### config.mk
export PLATFORM = sky130hd
export DESIGN_NAME = spike_rate_decoder_flat
export DESIGN_NICKNAME = d
export VERILOG_FILES = /design/src/rtl/spike_rate_decoder_if.sv /design/src/rtl/spike_rate_decoder.sv /design/src/flat_wrapper.sv
export SDC_FILE = /design/constraint.sdc
export NUM_CORES = 1
export LEC_CHECK = 0
export ABC_AREA = 1
export CAP_MARGIN = 0
export CORE_ASPECT_RATIO = 0.75
export CORE_MARGIN = 1
export CORE_UTILIZATION = 51
export DETAILED_ROUTE_END_ITERATION = 6
export GPL_ROUTABILITY_DRIVEN = 0
export GPL_TIMING_DRIVEN = 0
export HOLD_SLACK_MARGIN = 0.03
export PLACE_DENSITY = 0.85
export SLEW_MARGIN = 0
export SYNTH_ARGS = -nofsm -noshare
export SYNTH_HDL_FRONTEND = slang
export SYNTH_SLANG_ARGS = --single-unit
### constraint.sdc
create_clock -name clk -period 1.5 [get_ports clk]
set_input_delay 0.15 -clock clk [delete_from_list [all_inputs] [get_ports clk]]
set_output_delay 0.15 -clock clk [all_outputs]
set_load 0.005 [all_outputs]
### src/rtl/spike_rate_decoder_if.sv
// Purpose : bundles control inputs and measurement results of spike_rate_decoder.
// Latency : n/a (wiring only).
// Backpressure: none; results are pulse-qualified and must be sampled when valid.
// Ports (signals):
//   ena, clr, spike_in            -> into the decoder
//   rate, rate_valid, rate_sat    <- window spike count and qualifiers
//   isi, isi_valid, isi_state     <- inter-spike interval and FSM state
interface spike_rate_decoder_if #(
  parameter int CNT_W = 8,
  parameter int ISI_W = 8
) ();
  logic             ena;
  logic             clr;
  logic             spike_in;
  logic [CNT_W-1:0] rate;
  logic             rate_valid;
  logic             rate_sat;
  logic [ISI_W-1:0] isi;
  logic             isi_valid;
  logic             isi_state;

  // Decoder side
  modport slave (
    input  ena, clr, spike_in,
    output rate, rate_valid, rate_sat, isi, isi_valid, isi_state
  );

  // Stimulus / consumer side
  modport master (
    output ena, clr, spike_in,
    input  rate, rate_valid, rate_sat, isi, isi_valid, isi_state
  );
endinterface

### src/rtl/spike_rate_decoder.sv
// Purpose : decodes a 1-bit spike train into spikes-per-window rate and inter-spike interval.
// Latency : rate/isi registered, visible one clk after the terminal cycle / closing edge.
// Backpressure: none; ena=0 freezes counters and FSM, clr restarts measurement.
// Ports:
//   clk, rst_n : clock, asynchronous active-low reset
//   bus        : spike_rate_decoder_if.slave (ena, clr, spike_in in; rate/isi results out)
module spike_rate_decoder #(
  parameter int WINDOW_LOG2 = 8,
  parameter int CNT_W       = 8,
  parameter int ISI_W       = 8
) (
  input  logic                  clk,
  input  logic                  rst_n,
  spike_rate_decoder_if.slave   bus
);

  typedef enum logic {S_IDLE = 1'b0, S_RUN = 1'b1} state_t;

  localparam logic [WINDOW_LOG2-1:0] WIN_ONE = WINDOW_LOG2'(1);
  localparam logic [CNT_W-1:0]       ACC_ONE = CNT_W'(1);
  localparam logic [ISI_W-1:0]       ISI_ONE = ISI_W'(1);

  state_t                 r_state;
  state_t                 w_state_nxt;
  logic                   r_spike_q;
  logic [CNT_W-1:0]       r_acc;
  logic [WINDOW_LOG2-1:0] r_win_cnt;
  logic                   r_sat_flag;
  logic [CNT_W-1:0]       r_rate;
  logic                   r_rate_sat;
  logic                   r_rate_valid;
  logic [ISI_W-1:0]       r_isi_cnt;
  logic [ISI_W-1:0]       r_isi;
  logic                   r_isi_valid;

  logic                   w_edge;
  logic                   w_terminal;
  logic                   w_acc_ovf;
  logic [CNT_W-1:0]       w_acc_next;
  logic [ISI_W-1:0]       w_isi_inc;
  logic                   w_isi_report;
  logic                   w_isi_restart;
  logic                   w_isi_count;

  // ena gates the edge: a level already high when ena rises is not an edge,
  // because spike_q keeps tracking spike_in while disabled.
  assign w_edge     = bus.spike_in & ~r_spike_q & bus.ena;
  assign w_terminal = bus.ena & (&r_win_cnt);
  assign w_acc_ovf  = (&r_acc) & w_edge;
  assign w_acc_next = (&r_acc) ? r_acc : (w_edge ? r_acc + ACC_ONE : r_acc);
  assign w_isi_inc  = (&r_isi_cnt) ? r_isi_cnt : r_isi_cnt + ISI_ONE;

  always_ff @(posedge clk or negedge rst_n) begin
    if (!rst_n) begin
      r_spike_q <= 1'b0;
    end else begin
      r_spike_q <= bus.spike_in;
    end
  end

  // Rate window: the terminal-cycle edge is folded into the closing window.
  always_ff @(posedge clk or negedge rst_n) begin
    if (!rst_n) begin
      r_acc        <= '0;
      r_win_cnt    <= '0;
      r_sat_flag   <= 1'b0;
      r_rate       <= '0;
      r_rate_sat   <= 1'b0;
      r_rate_valid <= 1'b0;
    end else if (bus.clr) begin
      r_acc        <= '0;
      r_win_cnt    <= '0;
      r_sat_flag   <= 1'b0;
      r_rate_valid <= 1'b0;
    end else if (bus.ena) begin
      r_win_cnt    <= r_win_cnt + WIN_ONE;
      r_rate_valid <= w_terminal;
      if (w_terminal) begin
        r_rate     <= w_acc_next;
        r_rate_sat <= r_sat_flag | w_acc_ovf;
        r_acc      <= '0;
        r_sat_flag <= 1'b0;
      end else begin
        r_acc <= w_acc_next;
        if (w_acc_ovf) begin
          r_sat_flag <= 1'b1;
        end
      end
    end else begin
      r_rate_valid <= 1'b0;
    end
  end

  // ISI FSM: state register
  always_ff @(posedge clk or negedge rst_n) begin
    if (!rst_n) begin
      r_state <= S_IDLE;
    end else begin
      r_state <= w_state_nxt;
    end
  end

  // ISI FSM: next state
  always_comb begin
    w_state_nxt = r_state;
    if (bus.clr) begin
      w_state_nxt = S_IDLE;
    end else if (w_edge) begin
      w_state_nxt = S_RUN;
    end
  end

  // ISI FSM: outputs (datapath controls)
  always_comb begin
    w_isi_report  = 1'b0;
    w_isi_restart = 1'b0;
    w_isi_count   = 1'b0;
    if (!bus.clr) begin
      w_isi_restart = w_edge;
      if (r_state == S_RUN) begin
        w_isi_report = w_edge;
        w_isi_count  = bus.ena & ~w_edge;
      end
    end
  end

  always_ff @(posedge clk or negedge rst_n) begin
    if (!rst_n) begin
      r_isi_cnt   <= '0;
      r_isi       <= '0;
      r_isi_valid <= 1'b0;
    end else if (bus.clr) begin
      r_isi_cnt   <= '0;
      r_isi_valid <= 1'b0;
    end else begin
      r_isi_valid <= w_isi_report;
      if (w_isi_report) begin
        r_isi <= r_isi_cnt;
      end
      if (w_isi_restart) begin
        r_isi_cnt <= ISI_ONE;
      end else if (w_isi_count) begin
        r_isi_cnt <= w_isi_inc;
      end
    end
  end

  assign bus.rate       = r_rate;
  assign bus.rate_valid = r_rate_valid;
  assign bus.rate_sat   = r_rate_sat;
  assign bus.isi        = r_isi;
  assign bus.isi_valid  = r_isi_valid;
  assign bus.isi_state  = (r_state == S_RUN);

endmodule

### src/flat_wrapper.sv
// flat-port wrapper written by rule: the top's interface ports become plain ports
module spike_rate_decoder_flat 
#(
  parameter int WINDOW_LOG2 = 8,
  parameter int CNT_W       = 8,
  parameter int ISI_W       = 8
)
  (clk, rst_n, bus_ena, bus_clr, bus_spike_in, bus_rate, bus_rate_valid, bus_rate_sat, bus_isi, bus_isi_valid, bus_isi_state);
  spike_rate_decoder_if #(.CNT_W(CNT_W), .ISI_W(ISI_W)) bus_i ();
  input  logic clk;
  input  logic rst_n;
  input wire logic [$bits(bus_i.ena)-1:0] bus_ena;
  input wire logic [$bits(bus_i.clr)-1:0] bus_clr;
  input wire logic [$bits(bus_i.spike_in)-1:0] bus_spike_in;
  output wire logic [$bits(bus_i.rate)-1:0] bus_rate;
  output wire logic [$bits(bus_i.rate_valid)-1:0] bus_rate_valid;
  output wire logic [$bits(bus_i.rate_sat)-1:0] bus_rate_sat;
  output wire logic [$bits(bus_i.isi)-1:0] bus_isi;
  output wire logic [$bits(bus_i.isi_valid)-1:0] bus_isi_valid;
  output wire logic [$bits(bus_i.isi_state)-1:0] bus_isi_state;
  assign bus_i.ena = bus_ena;
  assign bus_i.clr = bus_clr;
  assign bus_i.spike_in = bus_spike_in;
  assign bus_rate = bus_i.rate;
  assign bus_rate_valid = bus_i.rate_valid;
  assign bus_rate_sat = bus_i.rate_sat;
  assign bus_isi = bus_i.isi;
  assign bus_isi_valid = bus_i.isi_valid;
  assign bus_isi_state = bus_i.isi_state;
  spike_rate_decoder #(.WINDOW_LOG2(WINDOW_LOG2), .CNT_W(CNT_W), .ISI_W(ISI_W)) u_core (.clk(clk), .rst_n(rst_n), .bus(bus_i));
endmodule
Fig. 1: run 1, signal wires on met3
The bar under the picture is 20 um long.
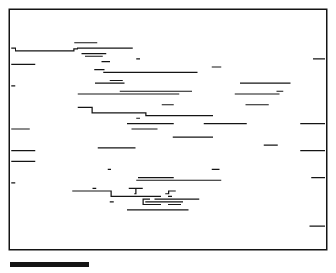
The layer holds 7.2% of the routed length. The wires run mostly horizontal.

Fig. 2: run 1, routing congestion
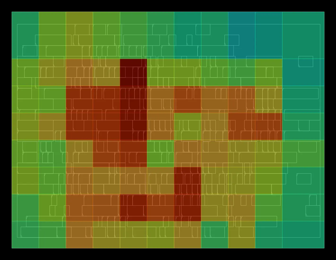
GR Layer Usage met3: 4.89%
GR Util met2: 37.2%
fin util: 69.0%
routed len/inst: 14.5 um
Total GRT Usage: 23.7%

==> results.ini, run 1 <==
[run_status]
status=complete, but fails checks
failed_checks=negative setup slack

[clock_network]
cts-root-buf=clkbuf_8
clock_sinks=46

[hold_path]
hold_path.startpoint=bus_ena

[pwr]
p_sw_mw=0.649
p_total_mw=2.50
seq-power_mw=1.35
seq_power_share_pct=53.8

[layout]
nets=341
flops=46
comb_cells=206
fin_area_sq_mm=0.00290
n_antenna_cell=0

[placed_design]
place.port_buffers=23
place.detailed.hpwl_um=3510

[sta]
post-route-min-period_ns=1.51
tightest_slew_ns=0.527
hold_viol=0
setup_violations=3
setup_slack_ns=-0.00899
finalClockPeriodUsage_pct=101

[synth]
synth_flops=46
ys_chip_area_sq_mm=0.00231
async_reset_ff_share_pct=100
synth-simple-area-share_pct=33.3
adder_share_pct=1.63
ys_sh_mux_pct=0.975
postSynthSeqShare_pct=49.8

[worst_setup_path]
r2r_slack_ns=-0.009
crit_chain=ha_4, nand2_2, nor2_4, nand2_1, buf_6, nand3_1, nand2_1, nand3_1, nor2_1

[floorplan]
die.size.y_um=60.3

[grt]
grt_pass1_vias=1848

Fig. 3: run 1, gate-type map
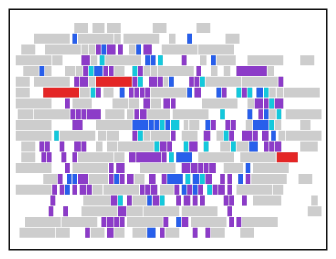
Cyan shows inv cells, cells 29. Purple shows nand cells, cells 132. Red shows fa/ha/maj cells, cells 3. Blue shows nor cells, cells 38.

## run 1: metal layers
layer / GRT usage [%] / up-vias / wire length [um]
li1: - / 1016 / -
met1: 32.4 / 992 / 2530
met2: 37.2 / 84 / 2600
met3: 4.89 / 15 / 406
met4: 9.09 / 0 / 120
met5: 0 / - / 0
## run 1: synthesized netlist by cell type (3+ instances only)
library cell / number
nor2_4: 3
a21oi_1: 9
nand3_1: 25
inv_2: 3
inv_1: 26
nand3b_1: 3
nand2_1: 93
nor2_1: 32
ha_1: 3
dfrtp_1: 46
o21ai_0: 11
nand4_1: 8
o21ai_1: 5
## run 1: timing repair
action                                  4_1_cts  5_1_grt
gates resized                                 2       20
hold buffers                                  1        0
endpoints found under the setup margin       24       33
endpoints found under the hold margin        15        0
pin swaps                                     2        3
buffers inserted                              5        6
gates cloned                                  0        1
Fig. 4: run 1, M2 wires
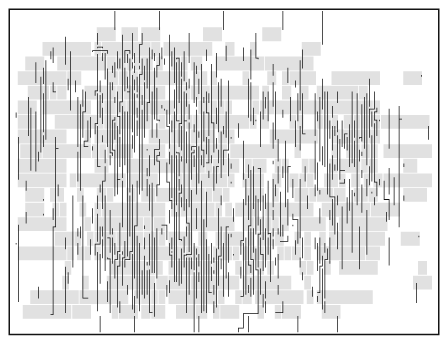

==> run 2, diff against run 1 <==
Settings changed: CORE_UTILIZATION 51 to 55, PLACE_DENSITY 0.85 to 0.9.
Fig. 5: run 2, M2 wires
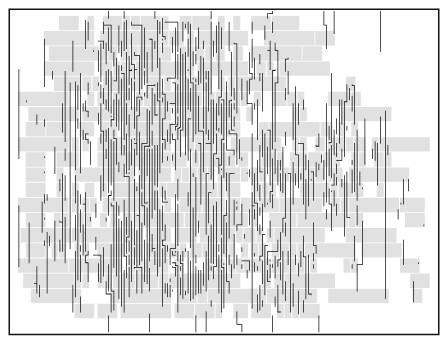
The wires run mostly vertical. The longest straight run is 33.7 um. The layer holds 47% of the routed length.

Fig. 6: run 2, routing congestion
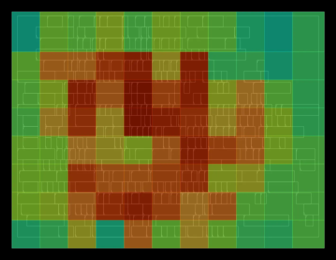
GR Util met2: 40.1%
routed len/inst: 14.7 um

==> results.ini, run 2 <==
[clock_network]
cts_resized=6  ; +4
cts_hold_buf=1  ; unchanged
cts-root-buf=clkbuf_8
clock_sinks=46  ; unchanged
postCtsSetupRepairBufs=4  ; -1

[synth]
yosysMostFrequentCell=nand2_1
ys_chip_area_sq_mm=0.00231  ; unchanged
synth_flops=46  ; unchanged
async_reset_ff_share_pct=100  ; unchanged

[routing]
dr_wl_met2_um=2670  ; +2.6%
top_layer_used=met4

[run_status]
status=complete, but fails checks
failed_checks=negative setup slack

[sta]
setup_violations=2  ; -1
post-route-min-period_ns=1.51  ; +0.00326 ns
setup_slack_ns=-0.0122  ; -0.00326 ns
hold_viol=0  ; unchanged
tightest_slew_ns=0.495  ; -0.0320 ns

[layout]
fin_area_sq_mm=0.00291  ; +0.34%
n_antenna_cell=0  ; unchanged
post-route-util_pct=72.3  ; +3.3 points
nets=338  ; -0.88%

[hold_path]
hold_path.startpoint=bus_ena

[grt]
use_met1_pct=35.7  ; +3.3 points
grt_pass1_vias=1936  ; +4.8%
busiest_layer=met2

[worst_setup_path]
crit_chain=ha_2, nand3_2, inv_2, nand2_2, o21ai_4, buf_6, nand2_1, o21ai_1
r2r_slack_ns=-0.01  ; about the same

[placed_design]
place.detailed.hpwl_um=3510  ; about the same

[floorplan]
die.size.y_um=58.1  ; -3.6%

[pwr]
p_sw_mw=0.647  ; -0.32%

-- run 2: cell counts after synthesis --
No cell type changed its count.
-- run 2: cells by family after synthesis --
logic type / Yosys count / synth area share, %
XOR/XNOR: 2 / 0.759
buffers and inverters: 37 / 7.10
flip-flops: 46 / 49.8
multiplexers: 2 / 0.975
AND-OR/OR-AND: 28 / 6.45
AND/OR/NAND/NOR: 171 / 33.3
adder cells (fa/ha/maj): 3 / 1.63
-- run 2: layout make-up --
type | instances | area (sq um) | area share [%]
buffer | 8 | 62.6 | 2.15
clock buffer | 6 | 72.6 | 2.49
clock inverter | 2 | 37.5 | 1.29
inverter | 29 | 109 | 3.74
multi-input combinational | 206 | 1080 | 37.0
sequential | 46 | 1150 | 39.6
tap | 55 | 68.8 | 2.36
timing repair buffer | 34 | 333 | 11.4
